==> images/placement_by_type.png <==
Scale bar: 100 µm.
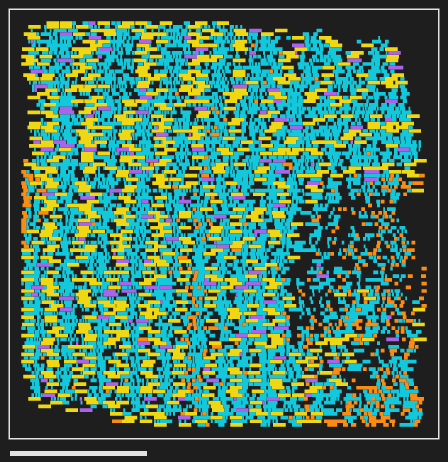
==> images/wires.png <==
Scale bar: 100 µm. Only two layers are drawn.
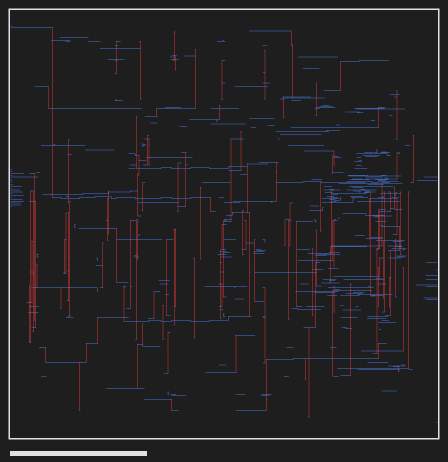
--- src/rtl/cic_pkg.sv ---
// Shared constants and constant functions for the CIC interpolator and its
// receive-side twin, the CIC decimator.
//   clog2_int   : ceil(log2(v)), written as a bounded loop so it can also be
//                 evaluated inside always_comb with an unrolled loop index.
//   ratio_width : width of the ratio port for a given maximum ratio.
//   acc_width   : width of comb/integrator registers (worst-case bit growth).
//   round_msb   : MSB of the accumulator slice that becomes the output for a
//                 given ratio R; the slice below it divides out R^(N-1).
package cic_pkg;

  localparam int MIN_INTERP_DEFAULT = 2;
  localparam int MAX_INTERP_DEFAULT = 40;
  localparam int IN_WIDTH_DEFAULT   = 18;
  localparam int OUT_WIDTH_DEFAULT  = 18;

  function automatic int clog2_int(input int v);
    int r;
    r = 0;
    for (int i = 0; i < 31; i++) begin
      if ((1 << i) < v) r = i + 1;
    end
    return r;
  endfunction

  function automatic int ratio_width(input int max_r);
    return clog2_int(max_r);
  endfunction

  function automatic int acc_width(input int in_w, input int stages, input int max_r);
    return in_w + stages * clog2_int(max_r);
  endfunction

  function automatic int round_msb(input int in_w, input int stages, input int r);
    return in_w + (stages - 1) * clog2_int(r) - 1;
  endfunction

endpackage

--- src/rtl/cic_interpolator_if.sv ---
// Sample-stream interface of the CIC interpolator.
//   out_strobe : high-rate tick from the downstream DAC/modulator (master drives)
//   in_valid   : upstream sample present on in_data        (master drives)
//   in_data    : signed input sample                       (master drives)
//   in_ready   : sample is consumed on this tick           (slave drives)
//   out_valid  : one-cycle pulse after each out_strobe     (slave drives)
//   out_data   : signed rounded output sample              (slave drives)
interface cic_interpolator_if
  import cic_pkg::*;
#(
  parameter int IN_WIDTH  = IN_WIDTH_DEFAULT,
  parameter int OUT_WIDTH = OUT_WIDTH_DEFAULT
);
  logic                        out_strobe;
  logic                        in_valid;
  logic signed [IN_WIDTH-1:0]  in_data;
  logic                        in_ready;
  logic                        out_valid;
  logic signed [OUT_WIDTH-1:0] out_data;

  modport master (
    output out_strobe, in_valid, in_data,
    input  in_ready, out_valid, out_data
  );

  modport slave (
    input  out_strobe, in_valid, in_data,
    output in_ready, out_valid, out_data
  );
endinterface

--- src/rtl/cic_round.sv ---
// Variable-position truncate-and-round of a wide accumulator.
//   acc     : signed accumulator value
//   msb     : index of the accumulator bit that becomes the output sign bit
//   rounded : acc[msb -: OUT_WIDTH] plus the bit just below the slice (when
//             such a bit exists). If msb sits below OUT_WIDTH-1 the value is
//             shifted up instead, with no rounding bit.
module cic_round #(
  parameter int ACC_WIDTH = 48,
  parameter int OUT_WIDTH = 18,
  parameter int MSB_W     = 6
) (
  input  logic signed [ACC_WIDTH-1:0] acc,
  input  logic        [MSB_W-1:0]     msb,
  output logic signed [OUT_WIDTH-1:0] rounded
);

  int                        lsb;
  logic signed [ACC_WIDTH-1:0] shifted;
  logic        [ACC_WIDTH-1:0] below;
  logic                        rnd_bit;

  always_comb begin
    lsb     = int'(msb) - OUT_WIDTH + 1;
    shifted = acc;
    below   = '0;
    rnd_bit = 1'b0;
    if (lsb > 0) begin
      shifted = acc >>> lsb;
      below   = acc >> (lsb - 1);
      rnd_bit = below[0];
    end else if (lsb < 0) begin
      shifted = acc <<< (-lsb);
    end
    // Half-LSB round; a positive value at the top of range wraps, which the
    // normalised gain keeps out of reach for in-range inputs.
    rounded = shifted[OUT_WIDTH-1:0] + OUT_WIDTH'(rnd_bit);
  end

endmodule

--- src/rtl/cic_interpolator.sv ---
// Cascaded comb-integrator interpolating filter for the transmit path.
// Combs run at the input rate (on load ticks), the comb output is
// zero-stuffed, and integrators run at the output rate (every out_strobe).
// The output slice position depends on R so that the passband gain R^(N-1)
// is divided back out.
//   clock           : single clock
//   reset_n         : asynchronous active-low reset, clears all state
//   interpolation   : ratio R (MIN..MAX); ignored in a fixed-rate build
//   clear_underflow : synchronous clear of the sticky underflow flag
//   underflow       : set when a sample was needed but in_valid was low
//   bus             : sample stream (strobe, valid/data/ready, output)
module cic_interpolator
  import cic_pkg::*;
#(
  parameter int STAGES            = 5,
  parameter int MIN_INTERPOLATION = MIN_INTERP_DEFAULT,
  parameter int MAX_INTERPOLATION = MAX_INTERP_DEFAULT,
  parameter int IN_WIDTH          = IN_WIDTH_DEFAULT,
  parameter int OUT_WIDTH         = OUT_WIDTH_DEFAULT
) (
  input  logic                                      clock,
  input  logic                                      reset_n,
  input  logic [ratio_width(MAX_INTERPOLATION)-1:0] interpolation,
  input  logic                                      clear_underflow,
  output logic                                      underflow,
  cic_interpolator_if.slave                         bus
);

  localparam int ACC_WIDTH = acc_width(IN_WIDTH, STAGES, MAX_INTERPOLATION);
  localparam int R_W       = ratio_width(MAX_INTERPOLATION);
  localparam int MSB_W     = clog2_int(ACC_WIDTH);
  localparam bit FIXED     = (MIN_INTERPOLATION == MAX_INTERPOLATION);

  typedef logic signed [ACC_WIDTH-1:0] acc_t;

  logic [R_W-1:0]              phase_q, phase_d;
  acc_t                        comb_data_q [1:STAGES];
  acc_t                        comb_data_d [1:STAGES];
  acc_t                        comb_last_q [0:STAGES-1];
  acc_t                        comb_last_d [0:STAGES-1];
  acc_t                        integrator_q [1:STAGES];
  acc_t                        integrator_d [1:STAGES];
  logic signed [OUT_WIDTH-1:0] out_data_q, out_data_d;
  logic                        out_valid_q, out_valid_d;
  logic                        underflow_q, underflow_d;

  logic                        load_tick;
  acc_t                        x_ext;
  acc_t                        z;
  logic [R_W:0]                ratio;
  logic [MSB_W-1:0]            msb_sel;
  logic signed [OUT_WIDTH-1:0] rounded;

  // Output slice position per ratio; out-of-range ratios fall back to MAX.
  always_comb begin
    msb_sel = MSB_W'(round_msb(IN_WIDTH, STAGES, MAX_INTERPOLATION));
    if (!FIXED) begin
      for (int r = MIN_INTERPOLATION; r <= MAX_INTERPOLATION; r++) begin
        if (interpolation == R_W'(r)) msb_sel = MSB_W'(round_msb(IN_WIDTH, STAGES, r));
      end
    end
  end

  cic_round #(
    .ACC_WIDTH (ACC_WIDTH),
    .OUT_WIDTH (OUT_WIDTH),
    .MSB_W     (MSB_W)
  ) u_round (
    .acc     (integrator_q[STAGES]),
    .msb     (msb_sel),
    .rounded (rounded)
  );

  always_comb begin
    ratio     = FIXED ? (R_W+1)'(MAX_INTERPOLATION) : {1'b0, interpolation};
    load_tick = bus.out_strobe && (phase_q == '0);
    x_ext     = bus.in_valid ? acc_t'(bus.in_data) : '0;

    // Wrap on ">=" so that lowering R mid-run cannot strand the counter.
    phase_d = phase_q;
    if (bus.out_strobe) begin
      phase_d = (({1'b0, phase_q} + (R_W+1)'(1)) >= ratio) ? '0 : phase_q + R_W'(1);
    end

    // Comb stage: low-rate differentiators, each fed by the previous old value.
    comb_data_d = comb_data_q;
    comb_last_d = comb_last_q;
    if (load_tick) begin
      comb_data_d[1] = x_ext - comb_last_q[0];
      comb_last_d[0] = x_ext;
      for (int k = 1; k < STAGES; k++) begin
        comb_data_d[k+1] = comb_data_q[k] - comb_last_q[k];
        comb_last_d[k]   = comb_data_q[k];
      end
    end

    // Integrator stage: zero-stuffed comb output accumulated at the high rate.
    z            = load_tick ? comb_data_q[STAGES] : '0;
    integrator_d = integrator_q;
    out_data_d   = out_data_q;
    if (bus.out_strobe) begin
      integrator_d[1] = integrator_q[1] + z;
      for (int k = 1; k < STAGES; k++) begin
        integrator_d[k+1] = integrator_q[k+1] + integrator_q[k];
      end
      out_data_d = rounded;
    end

    out_valid_d = bus.out_strobe;

    // A new underflow outranks a coincident clear.
    underflow_d = underflow_q;
    if (load_tick && !bus.in_valid) underflow_d = 1'b1;
    else if (clear_underflow)       underflow_d = 1'b0;
  end

  always_ff @(posedge clock or negedge reset_n) begin
    if (!reset_n) begin
      phase_q     <= '0;
      out_data_q  <= '0;
      out_valid_q <= 1'b0;
      underflow_q <= 1'b0;
      for (int k = 1; k <= STAGES; k++) begin
        comb_data_q[k]  <= '0;
        integrator_q[k] <= '0;
      end
      for (int k = 0; k < STAGES; k++) begin
        comb_last_q[k] <= '0;
      end
    end else begin
      phase_q      <= phase_d;
      comb_data_q  <= comb_data_d;
      comb_last_q  <= comb_last_d;
      integrator_q <= integrator_d;
      out_data_q   <= out_data_d;
      out_valid_q  <= out_valid_d;
      underflow_q  <= underflow_d;
    end
  end

  assign bus.in_ready  = load_tick;
  assign bus.out_valid = out_valid_q;
  assign bus.out_data  = out_data_q;
  assign underflow     = underflow_q;

endmodule

--- src/flat_wrapper.sv ---
// flat-port wrapper written by rule: the top's interface ports become plain ports
module cic_interpolator_flat import cic_pkg::*;
#(
  parameter int STAGES            = 5,
  parameter int MIN_INTERPOLATION = MIN_INTERP_DEFAULT,
  parameter int MAX_INTERPOLATION = MAX_INTERP_DEFAULT,
  parameter int IN_WIDTH          = IN_WIDTH_DEFAULT,
  parameter int OUT_WIDTH         = OUT_WIDTH_DEFAULT
)
  (clock, reset_n, interpolation, clear_underflow, underflow, bus_out_strobe, bus_in_valid, bus_in_data, bus_in_ready, bus_out_valid, bus_out_data);
  cic_interpolator_if #(.IN_WIDTH(IN_WIDTH), .OUT_WIDTH(OUT_WIDTH)) bus_i ();
  input  logic clock;
  input  logic reset_n;
  input  logic [ratio_width(MAX_INTERPOLATION)-1:0] interpolation;
  input  logic clear_underflow;
  output logic underflow;
  input wire logic [$bits(bus_i.out_strobe)-1:0] bus_out_strobe;
  input wire logic [$bits(bus_i.in_valid)-1:0] bus_in_valid;
  input wire logic [$bits(bus_i.in_data)-1:0] bus_in_data;
  output wire logic [$bits(bus_i.in_ready)-1:0] bus_in_ready;
  output wire logic [$bits(bus_i.out_valid)-1:0] bus_out_valid;
  output wire logic [$bits(bus_i.out_data)-1:0] bus_out_data;
  assign bus_i.out_strobe = bus_out_strobe;
  assign bus_i.in_valid = bus_in_valid;
  assign bus_i.in_data = bus_in_data;
  assign bus_in_ready = bus_i.in_ready;
  assign bus_out_valid = bus_i.out_valid;
  assign bus_out_data = bus_i.out_data;
  cic_interpolator #(.STAGES(STAGES), .MIN_INTERPOLATION(MIN_INTERPOLATION), .MAX_INTERPOLATION(MAX_INTERPOLATION), .IN_WIDTH(IN_WIDTH), .OUT_WIDTH(OUT_WIDTH)) u_core (.clock(clock), .reset_n(reset_n), .interpolation(interpolation), .clear_underflow(clear_underflow), .underflow(underflow), .bus(bus_i));
endmodule
--- config.mk ---
export PLATFORM = sky130hd
export DESIGN_NAME = cic_interpolator_flat
export DESIGN_NICKNAME = d
export VERILOG_FILES = /design/src/rtl/cic_pkg.sv /design/src/rtl/cic_interpolator_if.sv /design/src/rtl/cic_round.sv /design/src/rtl/cic_interpolator.sv /design/src/flat_wrapper.sv
export SDC_FILE = /design/constraint.sdc
export NUM_CORES = 2
export LEC_CHECK = 0
export ABC_CLOCK_PERIOD_IN_PS = 5200
export CAP_MARGIN = 20
export CORE_MARGIN = 8
export CORE_UTILIZATION = 59
export CTS_CLUSTER_SIZE = 14
export DETAILED_ROUTE_END_ITERATION = 8
export PLACE_DENSITY = 0.78
export SLEW_MARGIN = 15
export SYNTH_ARGS = -nofsm -noshare
export SYNTH_HDL_FRONTEND = slang
export SYNTH_SLANG_ARGS = --single-unit
--- constraint.sdc ---
create_clock -name clock -period 5.2 [get_ports clock]
set_clock_uncertainty 0.1 [all_clocks]
set_input_delay 1.04 -clock clock [delete_from_list [all_inputs] [get_ports clock]]
set_output_delay 1.04 -clock clock [all_outputs]
set_load 0.05 [all_outputs]
==> out/metrics.yaml <==
reg2reg_to: "u_core.integrator_q[238]"
synth_top_cell_by_area: "dfrtp_1"
num_tap_cells: 1165
fp.dieW_um: 312.8
detailed_place.area_mm2: 0.05611
postLayoutCoreUtil_pct: 67.83
cts_tree: "yes"
place_congestion: 0.9274
critical_path_cell_count: 26
synthXorXnorAreaFrac_pct: 6.773
ys_cells: 5899
row_count: 109
setup-violations-final: 15
layout-drive-gt1-share_pct: 13.87
coreArea_mm2: 0.08783
clkCellAreaFrac_pct: 4.820
ant_nets: 0
drc: 0
postCtsSetupRepairBufs: 20
ys.flops: 716
outcome: "finished with violations"
crit_buf_inv: 6
period_used_pct: 109.8
clk_pin_slew_ns: 0.06
top_logic_kind: "AND-OR/OR-AND gates"
ys_sh_adder_pct: 11.51
synthSimpleGateAreaFrac_pct: 15.07
worstSetupPathType: "input port to register"
ys_sh_aoi_pct: 22.35
antenna_found_initial: 0
cts_hold_buf: 0
worstSetupStartpointType: "input port"
regArea_mm2: 0.01792
cp-end-kind: "register"
top_cell_area_share_pct: 34.47
use_met3_pct: 3.036
final.setup.worst_slack_ns: -0.5097
wl_met2_mm: 64.38
cts_max_path_buffers: 3
synthFlopType: "dfrtp_1"
largest_cell_class: "logic gates"
grt_pass1_vias: 43180
clock.fmax_mhz: 175.1
cpPeakStageDelay_ns: 0.53
nFillCells: 7040
postSynthCellCount: 5899
area_leaders: "dfrtp_1 (34%), ha_1 (11%), o21ai_0 (6.1%)"
place_inst: 7251
comb_cells: 4644
maxCapViolCount: 0
top_layer: "met4"
synth.cell_area_mm2: 0.05198
io-pin-count: 50
clk_latency_ns: 0.65
critPathLaunch: "interpolation[2]"
crit_family: "simple AND/OR/NAND/NOR gates"
ys_area_mm2: 0.05198
grt_remaining_overflow: 0
drt-total-wl_mm: 127.2
max-slew-margin-rel_pct: 28.70
port_buffers: 49
crit_arrival_ns: 6.18
inverters: 342
dieHeight_um: 312.8
fin_hold_ws_ns: 0.2581
numClockSinks: 716
cp-endpoint: "u_core.bus.out_data[12]"
grt_pass1_wl_mm: 211.7
grt_busiest_layer: "met2"
routedWlPerCell_um: 17.14
numCtsBuffers: 83
fin_nets: 6695
hold_viol_final: 0
use_met1_pct: 30.47
wl_met3_mm: 4.423
ys_types: 93
slowest_stage: "or4_4"
fp_util_pct: 59.19
mux_share_pct: 5.820
htreeDepth: 3
sh_seq_area_pct: 30.08
synth-edff-count: 0
post_cts_resized: 77
chip_area_mm2: 0.09786
failed_checks: "negative setup slack"
met2_usage_pct: 46.47
r2r-start: "u_core.phase_q[5]"
syn_to_final_growth_pct: 14.60
layout_top_cell: "dfrtp_1"
grt_usage_pct: 25.39
crit_fanout: 4
rrSetupSlack_ns: 0.27
initialDrtViolationCount: 2315
largestRegisters: "u_core.comb_data_q (240), u_core.integrator_q (240), u_core.comb_last_q (210)"
comb_share_pct: 54.80
via_per_inst: 5.884
drtPass1Iterations: 7
signal_buffers: 407
postLayoutCellArea_mm2: 0.05957
final_cells: 7424
Notes on placement_by_type.png above:
| colour | class | cells |
|---|---|---|
| cyan | combinational and other logic | 4986 |
| orange | remaining buffers and delay cells | 407 |
| purple | clock drivers and dummy loads | 150 |
| yellow | sequential cells | 716 |

Notes on wires.png above:
| colour | layer | wire length |
|---|---|---|
| red | metal 4 | 4660 µm |
| blue | metal 3 | 4420 µm |

